`config.mk`:
```
export PLATFORM = sky130hd
export DESIGN_NAME = vga_tpg_flat
export DESIGN_NICKNAME = d
export VERILOG_FILES = /design/src/rtl/vga_pkg.sv /design/src/rtl/vga_tpg_if.sv /design/src/rtl/vga_tpg_xy_cnt.sv /design/src/rtl/vga_tpg.sv /design/src/flat_wrapper.sv
export SDC_FILE = /design/constraint.sdc
export NUM_CORES = 1
export LEC_CHECK = 0
export CAP_MARGIN = 20
export CORE_MARGIN = 2
export CORE_UTILIZATION = 28
export CTS_CLUSTER_DIAMETER = 50
export DETAILED_ROUTE_END_ITERATION = 7
export PLACE_DENSITY = 0.58
export SETUP_SLACK_MARGIN = 0.02
export SYNTH_ARGS = -nofsm -noshare
export SYNTH_HDL_FRONTEND = slang
export SYNTH_SLANG_ARGS = --single-unit
```
`constraint.sdc`:
```
create_clock -name aclk -period 3.4 [get_ports aclk]
set_input_delay 0.68 -clock aclk [delete_from_list [all_inputs] [get_ports aclk]]
set_output_delay 0.68 -clock aclk [all_outputs]
set_load 0.02 [all_outputs]
```
`src/rtl/vga_pkg.sv`:
```
// rtl/vga_pkg.sv - shared types and colour constants for the VGA test-pattern generator
// Contents: tpg_pattern_e (run-time pattern select), WHITE/BLACK, TPG_BAR_COLORS.
// Colours are packed {b,g,r}, 4 bits per channel.
package vga_pkg;

  typedef enum logic [1:0] {
    TPG_SOLID   = 2'd0,
    TPG_BARS    = 2'd1,
    TPG_CHECKER = 2'd2,
    TPG_RAMP    = 2'd3
  } tpg_pattern_e;

  localparam logic [11:0] WHITE = 12'hFFF;
  localparam logic [11:0] BLACK = 12'h000;

  // Left-to-right bar order: white, yellow, cyan, green, magenta, red, blue, black.
  localparam logic [0:7][11:0] TPG_BAR_COLORS = {
    12'hFFF, 12'h0FF, 12'hFF0, 12'h0F0,
    12'hF0F, 12'h00F, 12'hF00, 12'h000
  };

endpackage

```
`src/rtl/vga_tpg_if.sv`:
```
// rtl/vga_tpg_if.sv - AXI4-Stream style pixel channel between the generator and the VGA output stage
// Signals: tvalid, tready, tdata {b,g,r} 3x4 bits, tlast (end of line), tuser (start of frame).
// Modports: master (generator side), slave (output-stage side).
interface vga_tpg_if;

  logic            tvalid;
  logic            tready;
  logic [2:0][3:0] tdata;
  logic            tlast;
  logic            tuser;

  modport master (
    output tvalid,
    output tdata,
    output tlast,
    output tuser,
    input  tready
  );

  modport slave (
    input  tvalid,
    input  tdata,
    input  tlast,
    input  tuser,
    output tready
  );

endinterface

```
`src/rtl/vga_tpg_xy_cnt.sv`:
```
// rtl/vga_tpg_xy_cnt.sv - raster position and completed-frame counters for the test-pattern generator
// Ports:
//   aclk, areset     clock, synchronous active-high reset
//   adv              a pixel was accepted this cycle; step to the next raster position
//   x_nxt, y_nxt     coordinates the counters take on at this edge (pixel to be loaded)
//   fc_nxt           frame count that goes with x_nxt/y_nxt
//   last_nxt         x_nxt is the last pixel of its line
//   first_nxt        x_nxt/y_nxt is the first pixel of the frame
//   frame_cnt        completed-frame counter, wraps 255 -> 0
module vga_tpg_xy_cnt #(
  parameter int H_RES = 640,
  parameter int V_RES = 480,
  localparam int XW = $clog2(H_RES),
  localparam int YW = $clog2(V_RES)
) (
  input  logic          aclk,
  input  logic          areset,
  input  logic          adv,
  output logic [XW-1:0] x_nxt,
  output logic [YW-1:0] y_nxt,
  output logic [7:0]    fc_nxt,
  output logic          last_nxt,
  output logic          first_nxt,
  output logic [7:0]    frame_cnt
);

  logic [XW-1:0] x;
  logic [YW-1:0] y;
  logic          eol;
  logic          eof;

  // The next-state values are exported because the output register must be
  // loaded with the pixel at the position being advanced to, not the current one.
  always_comb begin
    x_nxt  = x;
    y_nxt  = y;
    fc_nxt = frame_cnt;
    eol    = (x == XW'(H_RES - 1));
    eof    = eol && (y == YW'(V_RES - 1));
    if (adv) begin
      if (eol) begin
        x_nxt = '0;
        y_nxt = (y == YW'(V_RES - 1)) ? '0 : y + 1'b1;
        if (eof) begin
          fc_nxt = frame_cnt + 8'd1;
        end
      end else begin
        x_nxt = x + 1'b1;
      end
    end
    last_nxt  = (x_nxt == XW'(H_RES - 1));
    first_nxt = (x_nxt == '0) && (y_nxt == '0);
  end

  always_ff @(posedge aclk) begin
    if (areset) begin
      x         <= '0;
      y         <= '0;
      frame_cnt <= '0;
    end else begin
      x         <= x_nxt;
      y         <= y_nxt;
      frame_cnt <= fc_nxt;
    end
  end

endmodule

```
`src/rtl/vga_tpg.sv`:
```
// rtl/vga_tpg.sv - AXI4-Stream video test-pattern generator (solid, colour bars, checkerboard, moving ramp)
// Ports:
//   aclk, areset     clock, synchronous active-high reset
//   pattern_sel      0 solid, 1 colour bars, 2 checkerboard, 3 moving ramp (taken at frame start)
//   solid_color      {b,g,r} colour for the solid pattern (taken at frame start)
//   pix              vga_tpg_if.master pixel stream (tvalid/tready/tdata/tlast/tuser)
//   frame_cnt        completed-frame counter, wraps 255 -> 0
// Build option: define VGA_TPG_BORDER_EN to force a one-pixel white border over every pattern.
module vga_tpg
  import vga_pkg::*;
#(
  parameter int H_RES      = 640,
  parameter int V_RES      = 480,
  parameter int CHECK_LOG2 = 5
) (
  input  logic        aclk,
  input  logic        areset,
  input  logic [1:0]  pattern_sel,
  input  logic [11:0] solid_color,
  vga_tpg_if.master   pix,
  output logic [7:0]  frame_cnt
);

  localparam int XW    = $clog2(H_RES);
  localparam int YW    = $clog2(V_RES);
  localparam int BAR_W = H_RES / 8;

  logic          adv;
  logic          load;
  logic [XW-1:0] x_nxt;
  logic [YW-1:0] y_nxt;
  logic [7:0]    fc_nxt;
  logic          last_nxt;
  logic          first_nxt;

  tpg_pattern_e  pat_q;
  tpg_pattern_e  pat_cur;
  logic [11:0]   solid_q;
  logic [11:0]   solid_cur;
  logic [2:0]    bar_idx;
  logic          chk;
  logic [5:0]    ramp_sum;
  logic [11:0]   pix_nxt;

  // adv: a beat is accepted. load: the output register takes a new pixel,
  // either after an accept or on the first cycle out of reset (tvalid still 0).
  assign adv  = pix.tvalid && pix.tready;
  assign load = !pix.tvalid || pix.tready;

  vga_tpg_xy_cnt #(
    .H_RES (H_RES),
    .V_RES (V_RES)
  ) u_xy_cnt (
    .aclk      (aclk),
    .areset    (areset),
    .adv       (adv),
    .x_nxt     (x_nxt),
    .y_nxt     (y_nxt),
    .fc_nxt    (fc_nxt),
    .last_nxt  (last_nxt),
    .first_nxt (first_nxt),
    .frame_cnt (frame_cnt)
  );

  // The SOF pixel itself must already use the newly selected pattern, so the
  // live inputs are used directly while it is being loaded.
  always_comb begin
    pat_cur   = pat_q;
    solid_cur = solid_q;
    if (first_nxt) begin
      pat_cur   = tpg_pattern_e'(pattern_sel);
      solid_cur = solid_color;
    end
  end

  always_ff @(posedge aclk) begin
    if (areset) begin
      pat_q   <= TPG_SOLID;
      solid_q <= '0;
    end else if (load && first_nxt) begin
      pat_q   <= pat_cur;
      solid_q <= solid_cur;
    end
  end

  // Bar index by thresholds instead of x / BAR_W.
  always_comb begin
    bar_idx = '0;
    for (int i = 1; i < 8; i++) begin
      if (32'(x_nxt) >= i * BAR_W) begin
        bar_idx = 3'(i);
      end
    end
  end

  // Coordinates are widened before bit selection so small rasters still yield
  // the zero bits a full-width counter would have there.
  always_comb begin
    chk      = 1'((32'(x_nxt) ^ 32'(y_nxt)) >> CHECK_LOG2);
    ramp_sum = 6'(x_nxt) + fc_nxt[5:0];
    pix_nxt  = BLACK;
    case (pat_cur)
      TPG_SOLID:   pix_nxt = solid_cur;
      TPG_BARS:    pix_nxt = TPG_BAR_COLORS[bar_idx];
      TPG_CHECKER: pix_nxt = chk ? WHITE : BLACK;
      TPG_RAMP:    pix_nxt = {fc_nxt[7:4], 4'(6'(y_nxt) >> 2), 4'(ramp_sum >> 2)};
      default:     pix_nxt = BLACK;
    endcase
`ifdef VGA_TPG_BORDER_EN
    if ((x_nxt == '0) || (x_nxt == XW'(H_RES - 1)) ||
        (y_nxt == '0) || (y_nxt == YW'(V_RES - 1))) begin
      pix_nxt = WHITE;
    end
`else
`endif
  end

  always_ff @(posedge aclk) begin
    if (areset) begin
      pix.tvalid <= 1'b0;
      pix.tdata  <= '0;
      pix.tlast  <= 1'b0;
      pix.tuser  <= 1'b0;
    end else if (load) begin
      pix.tvalid <= 1'b1;
      pix.tdata  <= pix_nxt;
      pix.tlast  <= last_nxt;
      pix.tuser  <= first_nxt;
    end
  end

endmodule
```
`src/flat_wrapper.sv`:
```
// flat-port wrapper written by rule: the top's interface ports become plain ports
module vga_tpg_flat import vga_pkg::*;
#(
  parameter int H_RES      = 640,
  parameter int V_RES      = 480,
  parameter int CHECK_LOG2 = 5
)
  (aclk, areset, pattern_sel, solid_color, frame_cnt, pix_tvalid, pix_tdata, pix_tlast, pix_tuser, pix_tready);
  vga_tpg_if pix_i ();
  input  logic aclk;
  input  logic areset;
  input  logic [1:0] pattern_sel;
  input  logic [11:0] solid_color;
  output logic [7:0] frame_cnt;
  output wire logic [$bits(pix_i.tvalid)-1:0] pix_tvalid;
  output wire logic [$bits(pix_i.tdata)-1:0] pix_tdata;
  output wire logic [$bits(pix_i.tlast)-1:0] pix_tlast;
  output wire logic [$bits(pix_i.tuser)-1:0] pix_tuser;
  input wire logic [$bits(pix_i.tready)-1:0] pix_tready;
  assign pix_tvalid = pix_i.tvalid;
  assign pix_tdata = pix_i.tdata;
  assign pix_tlast = pix_i.tlast;
  assign pix_tuser = pix_i.tuser;
  assign pix_i.tready = pix_tready;
  vga_tpg #(.H_RES(H_RES), .V_RES(V_RES), .CHECK_LOG2(CHECK_LOG2)) u_core (.aclk(aclk), .areset(areset), .pattern_sel(pattern_sel), .solid_color(solid_color), .pix(pix_i), .frame_cnt(frame_cnt));
endmodule
```
Power grid:
The bar under the picture is 20 um long. Pins as bars on the die edge.
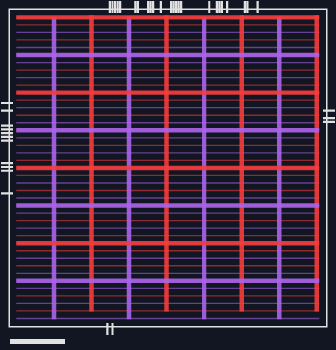
- VSS: purple
- VDD: red
- met5 straps: 8
- signal pins: 40
Core Box Area: 11,900 um^2
Die Y: 114 um

Cells coloured by class:
Fill, decap, tap and diode cells in grey.
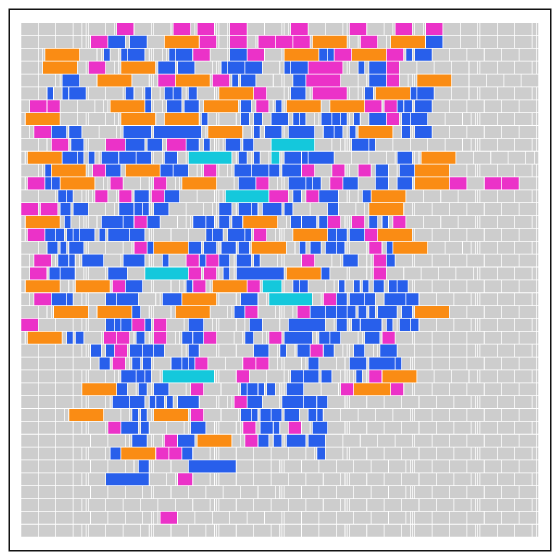
- clock drivers and dummy loads: cyan (cells 8; share of their area 3.8%)
- remaining buffers and delay cells: magenta (cells 114; share of their area 22%)
- sequential cells: orange (cells 56; share of their area 25%)
- combinational and other logic: blue (cells 318; share of their area 50%)

==> metrics.cfg <==
[clock_tree]
h-tree-depth=2
holdBufCountCts=0
cts_sinks=56
clockRootBuffer=clkbuf_16
cts_max_path_buffers=2
tritoncts=yes
clkTransAtPathRegs_ps=80
insertion_delay_ps=300
cts_buffers=5

[pwr]
total_power_w=0.00186
ir_worst_vdd_uv=214
p_leak_nw=1.94
powerDensity_nw_per_um2=392

[yosys]
top_area_share_pct=33.0
synth_cell_types=69
edf_count=0
avgSynthCellArea_um2=8.65
syn_area_um2=3400
async_flop_share_pct=0
top_area_cell=dfxtp_1
ys_cells=393
ff_type=dfxtp_1
fp_nets=417
ys_area_um2=3400
ys_ff=56
ys_seq_share_pct=33.0
synth_cells=393
yosys-top-cells-area=dfxtp_1, mux2i_1, nor2_1, xnor2_1, a21oi_1
yosys_warnings=0

[layout]
layout.cells.most_common=buf_4
nFillCells=1212
drive_above_1_share_pct=22.0
finalInstanceArea_um2=4740
most-common-layout-cells=buf_4, dfxtp_1, nor2_1
instances_no_fill=643
num_antenna_cells=0
area.growth.synth_to_final_pct=39.5
nNetsFinal=519
utilization_pct=39.8

[timing]
rsz0062_at_grt=false
finalHoldViolations=0
report.final.slew_viol_count=0
max_clock_freq_mhz=312
finalCriticalPeriod_ps=3210
finalSetupViolations=0
slew_headroom_pct=55.3
finClkSkew_ps=6.87
finalWorstSetupSlack_ps=193
worst_slew_pin_slew_ps=665
post-route-period-util_pct=94.3

[routing]
ant_nets=0
drc_errors=0
drt-initial-drc-count=182
firstDrtPassIters=4
avgViaCountPerCell=5.16

[setup_path]
crit_path_start=pix_tready
cp.arrival_ps=3420
crit_buf_inv=2
rrSetupSlack_ps=200
rr_endpoint=u_core.pix.tdata[3]$_SDFFE_PP0P_
worstReg2RegStart=u_core.u_xy_cnt.y[1]$_SDFF_PP0_
path_class=in -> reg
critPathCapture=u_core.pix.tdata[9]$_SDFFE_PP0P_
crit_path_max_fanout=8
worst_setup_path_end_kind=flip-flop
cp_num_cells=11
cp_data_required_time_ps=3610
worst_path_largest_cell_delay_ps=390
cpMaxStageDelayCell=mux2_4
rr_worst_depth=13
crit_family=simple AND/OR/NAND/NOR gates
worstPathCellList=dlygate4sd2_1 > nand4_1 > buf_4 > or3_1 > a22oi_2 > nand4b_1 > nor4_4 > nand2_4 > mux2_4 > o211a_1 > o32ai_1
start_kind=primary input

[global_route]
grt_pass1_wl_mm=16.1
grtUsageTotal_pct=15.6
first_global_vias=3261
grt_overflow=0
antenna_found_initial=0
grt_max_degree=38

[flow_run]
warning_count=26
maxCapViolations=0

[placement]
globalplace.congestion=0.834
dp_slack_ps=-505
dp_hpwl_mm=7.78
io_buffer_count=39
placed_cell_area_um2=4440
placed_cells=631

[die]
pin_count=40
die_w_um=114
num_rows=40
fp_util_pct=28.5
chip_area_um2=13000

[worst_hold_path]
hold_path_class=reg -> reg

[outcome]
status=finished clean

Clock wires, drivers and flops:
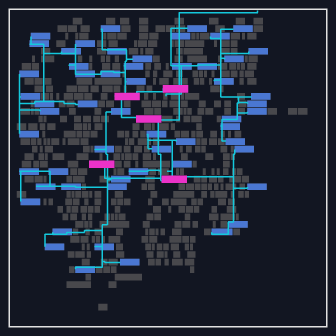
- clock drivers: magenta (count 5)
- clock wires: cyan (length 767 um)
- flip-flops: blue (count 56)
- routed clock nets: 6

Wiring by layer:
The bar under the picture is 20 um long. Only two layers are drawn.
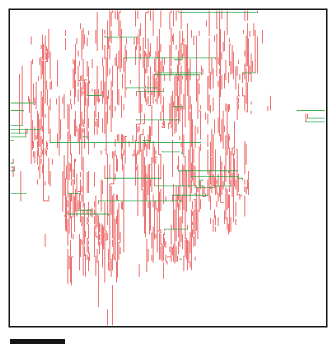
- metal 3: green (wire length 459 um)
- metal 2: red (wire length 5,030 um)
routed wire length: 10.3 mm
routed len/inst: 16.1 um
Via Count: 3,316

## layer usage
metal	GRT usage [%]	wire, um
met1	20.2	4720
met2	27.4	5030
met3	2.22	458
met4	3.58	112
met5	0	0
## worst min-delay path, stage by stage, from the launching register on
cell	delay, ps
dfxtp_1	310
nand2_1	50
a21oi_1	50
## final cells by class
class | instances | area, um^2 | share of cell area (%)
clock buffers | 5 | 125 | 2.64
clock inverters | 3 | 46.3 | 0.976
inverters | 13 | 48.8 | 1.03
multi-input cells | 305 | 2210 | 46.7
flip-flops and latches | 56 | 1120 | 23.7
well taps | 147 | 184 | 3.88
repair buffers | 114 | 1000 | 21.1
## kinds of logic (layout without fill, tap and decap cells)
logic type	Yosys count	after routing	synth area share, %
AOI/OAI and AO/OA	79	79	17.6
xor gates and xnor gates	22	22	5.67
adders and majority gates	7	7	2.58
buffers and inverters	32	135	4.38
DFF	56	56	33.0
muxes	33	33	10.1
and+or+nand+nor	164	164	26.7
## power breakdown
| part | internal, W | switching [W] |
|---|---|---|
| registers | 0.000703 | 0.0000321 |
| clock network | 0.000352 | 0.000258 |
| logic | 0.000263 | 0.000249 |
## registers in the layout (all words and copies together) (netlist names)
name,cells
u_core.u_xy_cnt.y,9
u_core.pix.tlast,1
u_core.pix.tuser,1
u_core.pat_q,2
u_core.u_xy_cnt.frame_cnt,8
u_core.u_xy_cnt.x,10
u_core.pix.tvalid,1
u_core.pix.tdata,12
u_core.solid_q,12
## timing repair
item / in CTS / in global routing
endpoints found under the setup margin: 12 / 12
gates resized: 5 / 16
pin swaps: 8 / 12
buffers inserted: 2 / 4
## worst min path at each step
| stage | startpoint | endpoint | depth (start not counted) | slack, ps |
|---|---|---|---|---|
| after global routing | u_core.pix.tuser$_SDFFE_PP0P_ | u_core.pix.tuser$_SDFFE_PP0P_ | 2 | 480 |
| after floorplan | u_core.solid_q[5]$_SDFFE_PP0P_ | u_core.solid_q[5]$_SDFFE_PP0P_ | 2 | 450 |
| after detailed placement | u_core.pix.tuser$_SDFFE_PP0P_ | u_core.pix.tuser$_SDFFE_PP0P_ | 2 | 450 |
| after global placement | u_core.pix.tuser$_SDFFE_PP0P_ | u_core.pix.tuser$_SDFFE_PP0P_ | 2 | 450 |
| after CTS | u_core.pix.tuser$_SDFFE_PP0P_ | u_core.pix.tuser$_SDFFE_PP0P_ | 2 | 460 |
| final | u_core.pix.tuser$_SDFFE_PP0P_ | u_core.pix.tuser$_SDFFE_PP0P_ | 2 | 460 |
## synth_stat cells (all sizes together) (2+ instances only)
cell	number
and4	3
nor4	8
nand2	23
inv	13
o32ai	2
o31a	2
buf	11
a31oi	2
nand3	15
o31ai	2
o211ai	9
and3	6
xnor2	17
nand2b	3
mux2	5
and2	14
nand4	15
dfxtp	56
a2111oi	4
nor3	12
a21o	3
or3	4
clkbuf	8
a22o	6
o21ai	8
xor2	5
o211a	2
or2	4
ha	7
and4b	3
nor2	43
a21oi	20
nand3b	2
o2111ai	2
nand4b	2
nor2b	3
a32o	3
mux2i	28
## stage by stage
step,hold WS (ps),TNS [ps]
after global placement,446,-6080
after floorplan,454,0
final,456,0
after CTS,460,0
after global routing,478,0
after detailed placement,449,-6790
Power is estimated from default activity; no workload was simulated.
